`src/rtl/npu_seq_pkg.sv`:
```
// Shared types and defaults for the NPU frame sequencer.
package npu_seq_pkg;

  typedef enum logic [2:0] {
    StIdle,
    StLoad,
    StCompute,
    StTx,
    StDone
  } seq_state_e;

  localparam int unsigned DefInBytes  = 65536;
  localparam int unsigned DefNpuWords = 8192;
  localparam int unsigned DefOutBytes = 65536;

  localparam int unsigned RxCntW  = 17;
  localparam int unsigned NpuCntW = 14;
  localparam int unsigned TxCntW  = 17;

endpackage

```
`src/rtl/seq_event_counter.sv`:
```
// Event counter that saturates at MAX; at_max flags the increment that lands on MAX.
module seq_event_counter #(
  parameter int unsigned MAX   = 8,
  parameter int unsigned WIDTH = 17
) (
  input  logic             clk,
  input  logic             rst,
  input  logic             inc,
  input  logic             clr,
  output logic [WIDTH-1:0] count,
  output logic             at_max
);

  localparam logic [WIDTH-1:0] LastVal = WIDTH'(MAX - 1);
  localparam logic [WIDTH-1:0] MaxVal  = WIDTH'(MAX);

  // Combinational so the owner can leave its state on the same edge the count completes.
  assign at_max = inc && !clr && (count == LastVal);

  // Count events; clear wins, and the value never moves past MAX.
  always_ff @(posedge clk or negedge rst) begin
    if (!rst) begin
      count <= '0;
    end else if (clr) begin
      count <= '0;
    end else if (inc && (count != MaxVal)) begin
      count <= count + WIDTH'(1);
    end
  end

endmodule

```
`src/rtl/npu_sequencer.sv`:
```
// Frame sequencer: UART bytes into input memory, NPU beats into output memory,
// then output bytes back out over UART, one frame at a time.
module npu_sequencer
  import npu_seq_pkg::*;
#(
  parameter int unsigned IN_BYTES  = DefInBytes,
  parameter int unsigned NPU_WORDS = DefNpuWords,
  parameter int unsigned OUT_BYTES = DefOutBytes
) (
  input  logic        clk,
  input  logic        rst,
  input  logic        rx_done,
  input  logic        npu_done,
  input  logic        tx_done,
  input  logic        soft_clr,
  output logic        mem_we,
  output logic [15:0] mem_addr,
  output logic        npu_en,
  output logic        out_we,
  output logic [12:0] out_addr,
  output logic        tx_en,
  output logic [1:0]  tx_lane,
  output logic        tx_hi,
  output logic        busy,
  output logic        frame_done,
  output logic        rx_overrun
);

  localparam int unsigned LogOut = $clog2(OUT_BYTES);
  // Byte index layout in TX: [0] half select, [LogOut-3:1] word, [LogOut-1:LogOut-2] lane.
  localparam logic [TxCntW-1:0] TxAddrMask = TxCntW'(OUT_BYTES / 8 - 1);

  seq_state_e           state_q;
  logic                 overrun_q;
  logic [RxCntW-1:0]    rx_cnt;
  logic [NpuCntW-1:0]   npu_cnt;
  logic [TxCntW-1:0]    tx_cnt;
  logic                 rx_max, npu_max, tx_max;
  logic                 rx_inc, npu_inc, tx_inc, cnt_clr;
  logic                 live;
  logic                 unused_rx_msb;

  assign unused_rx_msb = rx_cnt[RxCntW-1];

  // Strobes are suppressed during reset and on an abort cycle.
  assign live    = rst & ~soft_clr;
  assign rx_inc  = rx_done & ((state_q == StIdle) | (state_q == StLoad));
  assign npu_inc = npu_done & (state_q == StCompute);
  assign tx_inc  = tx_done & (state_q == StTx);
  assign cnt_clr = soft_clr | (state_q == StDone);

  seq_event_counter #(.MAX(IN_BYTES), .WIDTH(RxCntW)) u_rx_cnt (
    .clk    (clk),
    .rst    (rst),
    .inc    (rx_inc),
    .clr    (cnt_clr),
    .count  (rx_cnt),
    .at_max (rx_max)
  );

  seq_event_counter #(.MAX(NPU_WORDS), .WIDTH(NpuCntW)) u_npu_cnt (
    .clk    (clk),
    .rst    (rst),
    .inc    (npu_inc),
    .clr    (cnt_clr),
    .count  (npu_cnt),
    .at_max (npu_max)
  );

  seq_event_counter #(.MAX(OUT_BYTES), .WIDTH(TxCntW)) u_tx_cnt (
    .clk    (clk),
    .rst    (rst),
    .inc    (tx_inc),
    .clr    (cnt_clr),
    .count  (tx_cnt),
    .at_max (tx_max)
  );

  // Frame FSM plus the sticky overrun flag; an abort overrides everything.
  always_ff @(posedge clk or negedge rst) begin
    if (!rst) begin
      state_q   <= StIdle;
      overrun_q <= 1'b0;
    end else if (soft_clr) begin
      state_q   <= StIdle;
      overrun_q <= 1'b0;
    end else begin
      if (rx_done && (state_q inside {StCompute, StTx, StDone})) begin
        overrun_q <= 1'b1;
      end
      unique case (state_q)
        StIdle:    if (rx_done) state_q <= rx_max ? StCompute : StLoad;
        StLoad:    if (rx_max) state_q <= StCompute;
        StCompute: if (npu_max) state_q <= StTx;
        StTx:      if (tx_max) state_q <= StDone;
        StDone:    state_q <= StIdle;
        default:   state_q <= StIdle;
      endcase
    end
  end

  // Output decode from the current state and counter of that state.
  always_comb begin
    mem_we     = 1'b0;
    mem_addr   = '0;
    npu_en     = 1'b0;
    out_we     = 1'b0;
    out_addr   = '0;
    tx_en      = 1'b0;
    tx_lane    = '0;
    tx_hi      = 1'b0;
    frame_done = 1'b0;
    unique case (state_q)
      StIdle: begin
        mem_we = rx_done & live;
      end
      StLoad: begin
        mem_we   = rx_done & live;
        mem_addr = rx_cnt[15:0];
      end
      StCompute: begin
        npu_en   = 1'b1;
        mem_addr = 16'({npu_cnt, 1'b0});
        out_we   = npu_done & live;
        out_addr = npu_cnt[12:0];
      end
      StTx: begin
        tx_en    = 1'b1;
        tx_hi    = tx_cnt[0];
        out_addr = 13'((tx_cnt >> 1) & TxAddrMask);
        tx_lane  = 2'(tx_cnt >> (LogOut - 2));
      end
      StDone: begin
        frame_done = ~soft_clr;
      end
      default: ;
    endcase
  end

  assign busy       = (state_q != StIdle);
  assign rx_overrun = overrun_q;

endmodule

```
`config.mk`:
```
export PLATFORM = sky130hd
export DESIGN_NAME = npu_sequencer
export DESIGN_NICKNAME = d
export VERILOG_FILES = /design/src/rtl/npu_seq_pkg.sv /design/src/rtl/seq_event_counter.sv /design/src/rtl/npu_sequencer.sv
export SDC_FILE = /design/constraint.sdc
export NUM_CORES = 1
export LEC_CHECK = 0
export ABC_CLOCK_PERIOD_IN_PS = 2260
export CAP_MARGIN = 25
export CORE_MARGIN = 2
export CORE_UTILIZATION = 31
export CTS_CLUSTER_DIAMETER = 40
export DETAILED_ROUTE_END_ITERATION = 8
export PLACE_DENSITY_LB_ADDON = 0.15
export REMOVE_ABC_BUFFERS = 1
export SYNTH_ARGS = -nofsm -noshare
export SYNTH_HDL_FRONTEND = slang
export SYNTH_HIERARCHICAL = 1
export SYNTH_SLANG_ARGS = --single-unit
```
`constraint.sdc`:
```
create_clock -name clk -period 2.26 [get_ports clk]
set_input_delay 0.452 -clock clk [delete_from_list [all_inputs] [get_ports clk]]
set_output_delay 0.452 -clock clk [all_outputs]
set_load 0.05 [all_outputs]
```
Run 1, pin placement:
(4 px per µm) Pins as bars across the die edge, other pins in grey.
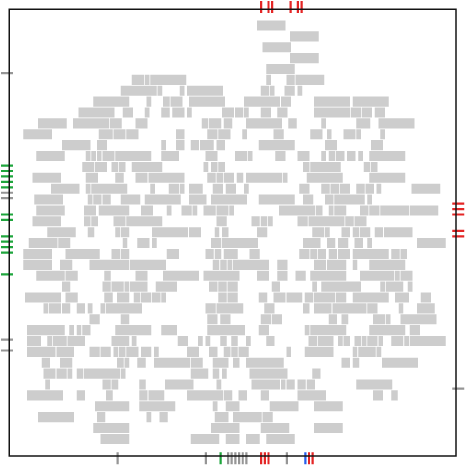
Key: busy = blue [pins 1, direction output, edge bottom]; out_addr = green [pins 13, direction output, edge 12 left, 1 bottom]; mem_addr = red [pins 16, direction output, edge 6 top, 5 bottom, 5 right]

Run 1, drive-strength map:
(4 px per µm)
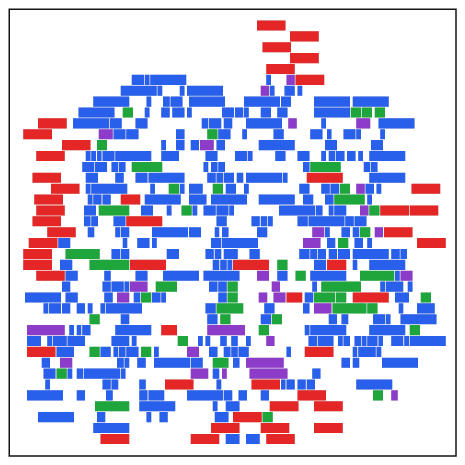
Key: x3 and x4 = green [cells 46, share 10%]; x1 and smaller = blue [cells 319, share 72%]; x6 and larger = red [cells 48, share 11%]; x2 = purple [cells 29, share 6.6%]

==> run summary, run 1 <==
run results: Power Density 398 nW/µm², maximum buffer depth of the clock tree 2, Mapped Cells 378, worst reg2reg startpoint state_q[2], total routed wirelength 10.4 mm, cell with the most instances after synthesis sky130_fd_sc_hd__nor2_1, final weighted congestion in routability-driven placement 0.886, worst hold slack 0.314 ns, highest ir drop seen on vdd 0.371 mV, Arr. time, crit path 1.73 ns, share of synthesized area occupied by flip-flops and latches 0.365, Required @ worst endpoint 1.81 ns, Max Freq 459 MHz, Final period util 0.963, drc violations 0, GRT overflow 0, count of port buffers added during placement 44, detailed-route vias per instance 5.31, clock-pin slew reported for the worst setup and hold paths after clock tree synthesis 0.07 ns, dpl cell area 4670 µm², die width 111 µm, path depth of the worst reg2reg path 7, buffers inserted during post-CTS setup optimization 0, # hold bufs at CTS 0, final hold violation count 0, # Cells Yosys 378, gr usage total 0.170, Top FF cell, synth sky130_fd_sc_hd__dfrtp_1, number of cell rows 39, number of buffers inserted during clock tree synthesis 5, clock tree from TritonCTS done, first-iteration detailed-routing DRC count 176, run status completed, total via count in the routed design 3106, layout overhead on the synthesized area 36.2%, largest net degree at the start of global routing 53, antenna violations before repair 0, post-synth tally of flip-flops with integrated enable 0, core box area 11300 µm²
Run 1, metal layers overlaid:
(4 px per µm) Only two layers are drawn.
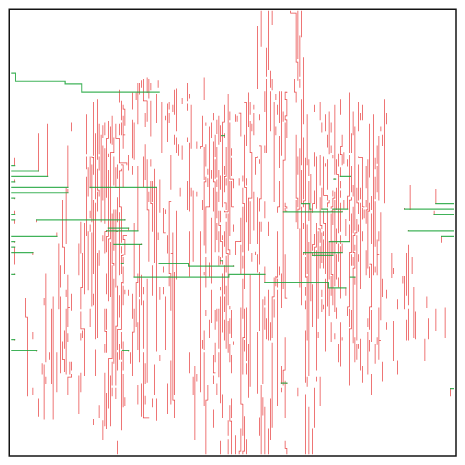
Key: M3 = green [wire length 335 µm]; M2 = red [wire length 5260 µm]

Run 1, cell placement:
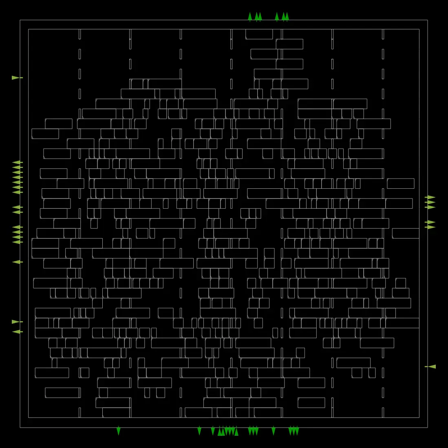
non-filler cells in the finished layout: 585
final core area utilization: 0.430
Well-Tap Cells: 143

## run 1: where the power goes
part           total [mW]  switching, mW  internal [mW]  leakage, nW
clock               0.810          0.344          0.466       0.0760
combinational       0.183          0.105         0.0781         1.19
sequential          0.945        0.00714          0.938        0.717
total                1.94          0.456           1.48         1.98
## run 1: worst reg2reg max path, stage by stage, from the launching register on
cell                      delay, ns
sky130_fd_sc_hd__dfrtp_2       0.48
sky130_fd_sc_hd__inv_2         0.09
sky130_fd_sc_hd__and3_1        0.22
sky130_fd_sc_hd__and2_1        0.16
sky130_fd_sc_hd__inv_1         0.08
sky130_fd_sc_hd__a41oi_4       0.28
sky130_fd_sc_hd__nor3b_2       0.25
sky130_fd_sc_hd__mux2_4        0.31
## run 1: sequential cells by signal, summed over array words and instances, names as in the netlist
| register | flops |
|---|---|
| rx_overrun | 1 |
| state_q | 3 |
| u_npu_cnt/count | 14 |
| u_rx_cnt/count | 17 |
| u_tx_cnt/count | 17 |
## run 1: cell families after synthesis
logic type,count (synthesis),synth area share
xor gates and xnor gates,26,0.0638
buffers and inverters,39,0.0659
and+or+nand+nor,182,0.316
adders and majority gates,8,0.0280
DFF,52,0.365
AOI/OAI and AO/OA,64,0.138
muxes,7,0.0231
## run 1: worst max-delay path by stage
stage	start	endpoint	slack, ns	cells after the start
global route	u_tx_cnt/count[1]	state_q[1]	0.01	10
CTS	state_q[1]	out_addr[11]	0.004	4
detailed placement	rx_done	u_rx_cnt/count[12]	0.13	6
finish	state_q[0]	mem_addr[10]	0.08	6
floorplan	state_q[2]	u_tx_cnt/count[12]	-0.55	7
global placement	npu_done	u_npu_cnt/count[12]	0.17	6
## run 1: what timing repair did
item                       4_1_cts  5_1_grt
hold endpoints to repair         0        0
pin swaps                        0        0
gates resized                    1       15
setup endpoints to repair        1       33
## run 1: layout make-up
cell class	instances	area [µm²]	area share
Timing Repair Buffer	79	1100	0.226
Inverter	17	63.8	0.0131
Multi-Input combinational cell	287	2060	0.424
Clock buffer	7	153	0.0314
Tap cell	143	179	0.0368
Sequential cell	52	1310	0.269
## run 1: cells in the final DEF, fill, tap and decap left out, types with 14 or more instances in the layout
cell type                  n
sky130_fd_sc_hd__nand4_1  21
sky130_fd_sc_hd__nand2_1  14
sky130_fd_sc_hd__buf_12   39
sky130_fd_sc_hd__dfrtp_1  48
sky130_fd_sc_hd__buf_4    32
sky130_fd_sc_hd__nor2_1   50
sky130_fd_sc_hd__xor2_1   15
sky130_fd_sc_hd__nand3_1  14
sky130_fd_sc_hd__inv_1    16
## run 1: per-stage QoR
step / setup TNS [ns] / total power [mW] / setup WS, ns / std cells
floorplan: -11.31 / 1.05 / -0.551 / 356
global placement: 0 / 1.14 / 0.168 / 578
detailed placement: 0 / 1.15 / 0.127 / 578
CTS: 0 / 1.96 / 0.00351 / 585
global route: 0 / 2.02 / 0.0142 / 585
finish: 0 / 1.94 / 0.0829 / 585
## run 1: layer usage
layer	GRT usage	part of all wire	vias up
met1	0.226	0.45	1543
met2	0.289	0.51	61
met4	0.0420	0.014	0
met5	0	0	-
li1	-	-	1492
met3	0.0317	0.032	10
==> inputs of run 2 (changes only) <==
PLACE_DENSITY_LB_ADDON = default   (was 0.15)
SYNTH_HIERARCHICAL = default   (was 1)
Run 2, drive-strength map:
(4 px per µm)
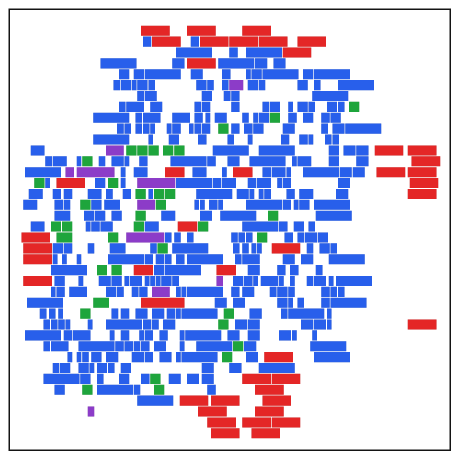
Key: x3 and x4 = green [cells 37, share 8.1%]; x1 and smaller = blue [cells 364, share 80%]; x2 = purple [cells 10, share 2.2%]; x6 and larger = red [cells 44, share 9.7%]

Run 2, pin placement:
(4 px per µm) Pins as bars across the die edge, other pins in grey.
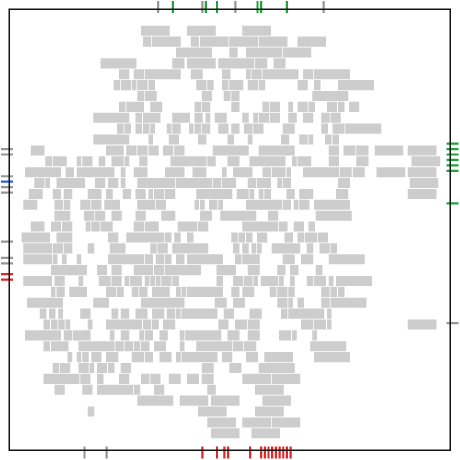
Key: busy = blue [pins 1, direction output, edge left]; mem_addr = red [pins 16, direction output, edge 14 bottom, 2 left]; out_addr = green [pins 13, direction output, edge 7 right, 6 top]
All pins by edge: 16 bottom, 11 left, 10 top, 8 right.

Run 2, cell placement:
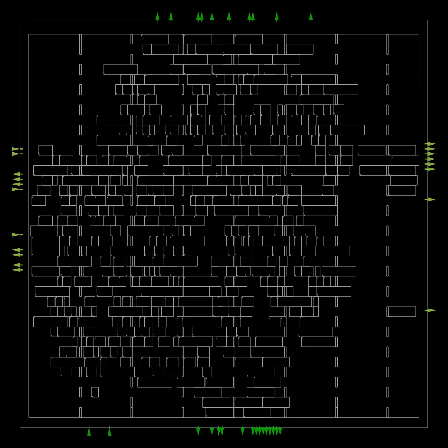
core box area: 10900 µm²
Well-Tap Cells: 140
number of cell rows: 38
register fraction of the total cell area: 0.276

==> run summary, run 2 <==
run results: run status completed, clock network power share 0.239, Top FF cell, synth sky130_fd_sc_hd__dfrtp_1, largest net degree at the start of global routing 53, total via count in the routed design 3448, Max Freq 458 MHz, drc violations 0, fraction of power spent switching nets 0.374, Power Density 578 nW/µm², Storage cell area 1310 µm², number of clock sinks seen by CTS 52, maximum buffer depth of the clock tree 2, total routed wirelength 10.5 mm, # Cells Yosys 400, Required @ worst endpoint 1.81 ns, cell internal power dissipation 1.71 mW, area used by multi-input combinational logic 1990 µm², GRT overflow 0, clock tree from TritonCTS done, most frequent logic cell in the layout sky130_fd_sc_hd__dfrtp_1, detailed-route vias per instance 5.79, highest ir drop seen on vdd 0.577 mV, gr usage total 0.180, Seq pwr share 0.387, layout overhead on the synthesized area 36.0%, count of port buffers added during placement 44, # hold bufs at CTS 0, non-filler cells in the finished layout 595, clock-pin slew reported for the worst setup and hold paths after clock tree synthesis 0.10 ns, Regs by FF count u_rx_cnt.count x17, u_tx_cnt.count x17, u_npu_cnt.count x14, Arr. time, crit path 1.73 ns, final hold violation count 0, dpl cell area 4560 µm², # placed instances 582, Mapped Cells 400, final weighted congestion in routability-driven placement 0.966, Top Layout Cells sky130_fd_sc_hd__dfrtp_1, sky130_fd_sc_hd__buf_12, sky130_fd_sc_hd__buf_4, die width 110 µm, post-route setup TNS 0 ns, post-synth tally of flip-flops with integrated enable 0, number of buffers inserted during clock tree synthesis 5, cell with the most instances after synthesis sky130_fd_sc_hd__dfrtp_1
## run 2: netlist changes by cell type in the layout (fill, tap and decap cells not counted), moves of 9 or more
cell                      change
sky130_fd_sc_hd__a22oi_1     -13
sky130_fd_sc_hd__nand2_1     +14
sky130_fd_sc_hd__nor4_1      +11
sky130_fd_sc_hd__or4_1       +16
sky130_fd_sc_hd__nor2_2       -9
sky130_fd_sc_hd__nor2_1      -36
sky130_fd_sc_hd__xor2_1      -14
sky130_fd_sc_hd__a22o_1      +14
sky130_fd_sc_hd__o31ai_1     +16
sky130_fd_sc_hd__a21oi_1     +18
## run 2: final timing paths
path | from | to | cells past startpoint
max | state_q[1] | mem_addr[12] | 4
min | rst | u_rx_cnt.count[2] | 2
max reg2reg | u_rx_cnt.count[1] | state_q[0] | 8
min reg2reg | rx_overrun | rx_overrun | 2
max in group asynchronous | rst | state_q[0] | 2
min in group clk | rx_overrun | rx_overrun | 2
## run 2: area by class of cell
cell class | instances | area share
clock inverter | 3 | 0.00900
multi-input combinational | 297 | 0.421
sequential | 52 | 0.276
tap | 140 | 0.0370
clock buffer | 5 | 0.0146
timing repair buffer | 78 | 0.227
inverter | 20 | 0.0159
## run 2: per-layer routing
metal,track usage,up-vias,routed length [µm]
met2,0.282,96,5020
met3,0.0344,4,587
met4,0.0515,0,63
met5,0,-,0
met1,0.253,1701,4780
li1,-,1647,-
## run 2: worst max-delay path: stages, from the launching register on
cell and delay [ns]:
sky130_fd_sc_hd__dfrtp_2 0.52, sky130_fd_sc_hd__nor3b_2 0.24, sky130_fd_sc_hd__buf_4 0.26, sky130_fd_sc_hd__a22o_1 0.24
sky130_fd_sc_hd__buf_12 0.15
## run 2: what timing repair did
action | CTS | global route
resized | 3 | 3
endpoints found under the setup margin | 28 | 36
buffers inserted | 0 | 5
## run 2: power by group through the flow
stage | registers, mW | logic (mW) | clock network, mW
6_report | 1.06 | 1.02 | 0.653
5_1_grt | 1.07 | 1.10 | 0.707
4_1_cts | 1.06 | 0.941 | 0.677
3_5_place_dp | 1.08 | 0.939 | 0
3_3_place_gp | 1.08 | 0.927 | 0
2_1_floorplan | 1.06 | 0.524 | 0
## run 2: cell families (layout without fill, tap and decap cells)
logic type      Yosys count  after routing  synth area share
flops                    52             52             0.374
compound gates           99             99             0.196
xor+xnor                 10             10            0.0252
mux                       6              6            0.0173
simple gates            174            174             0.300
fa+ha+maj                 8              8            0.0288
buf+inv                  51            106            0.0583
## run 2: per-stage QoR
| step | power [mW] | worst slack, ns | hold slack, ns | utilization |
|---|---|---|---|---|
| 4_1_cts | 2.68 | 0.00108 | 0.336 | 0.430 |
| 3_5_place_dp | 2.02 | -0.0391 | 0.519 | 0.419 |
| 5_1_grt | 2.87 | -0.00484 | 0.351 | 0.434 |
| 2_1_floorplan | 1.59 | -2.15 | 0.156 | - |
| 3_3_place_gp | 2.00 | -0.0315 | 0.508 | 0.419 |
| 6_report | 2.73 | 0.0745 | 0.276 | 0.434 |
Power figures rest on the tool's default switching activity, not on a simulated workload.
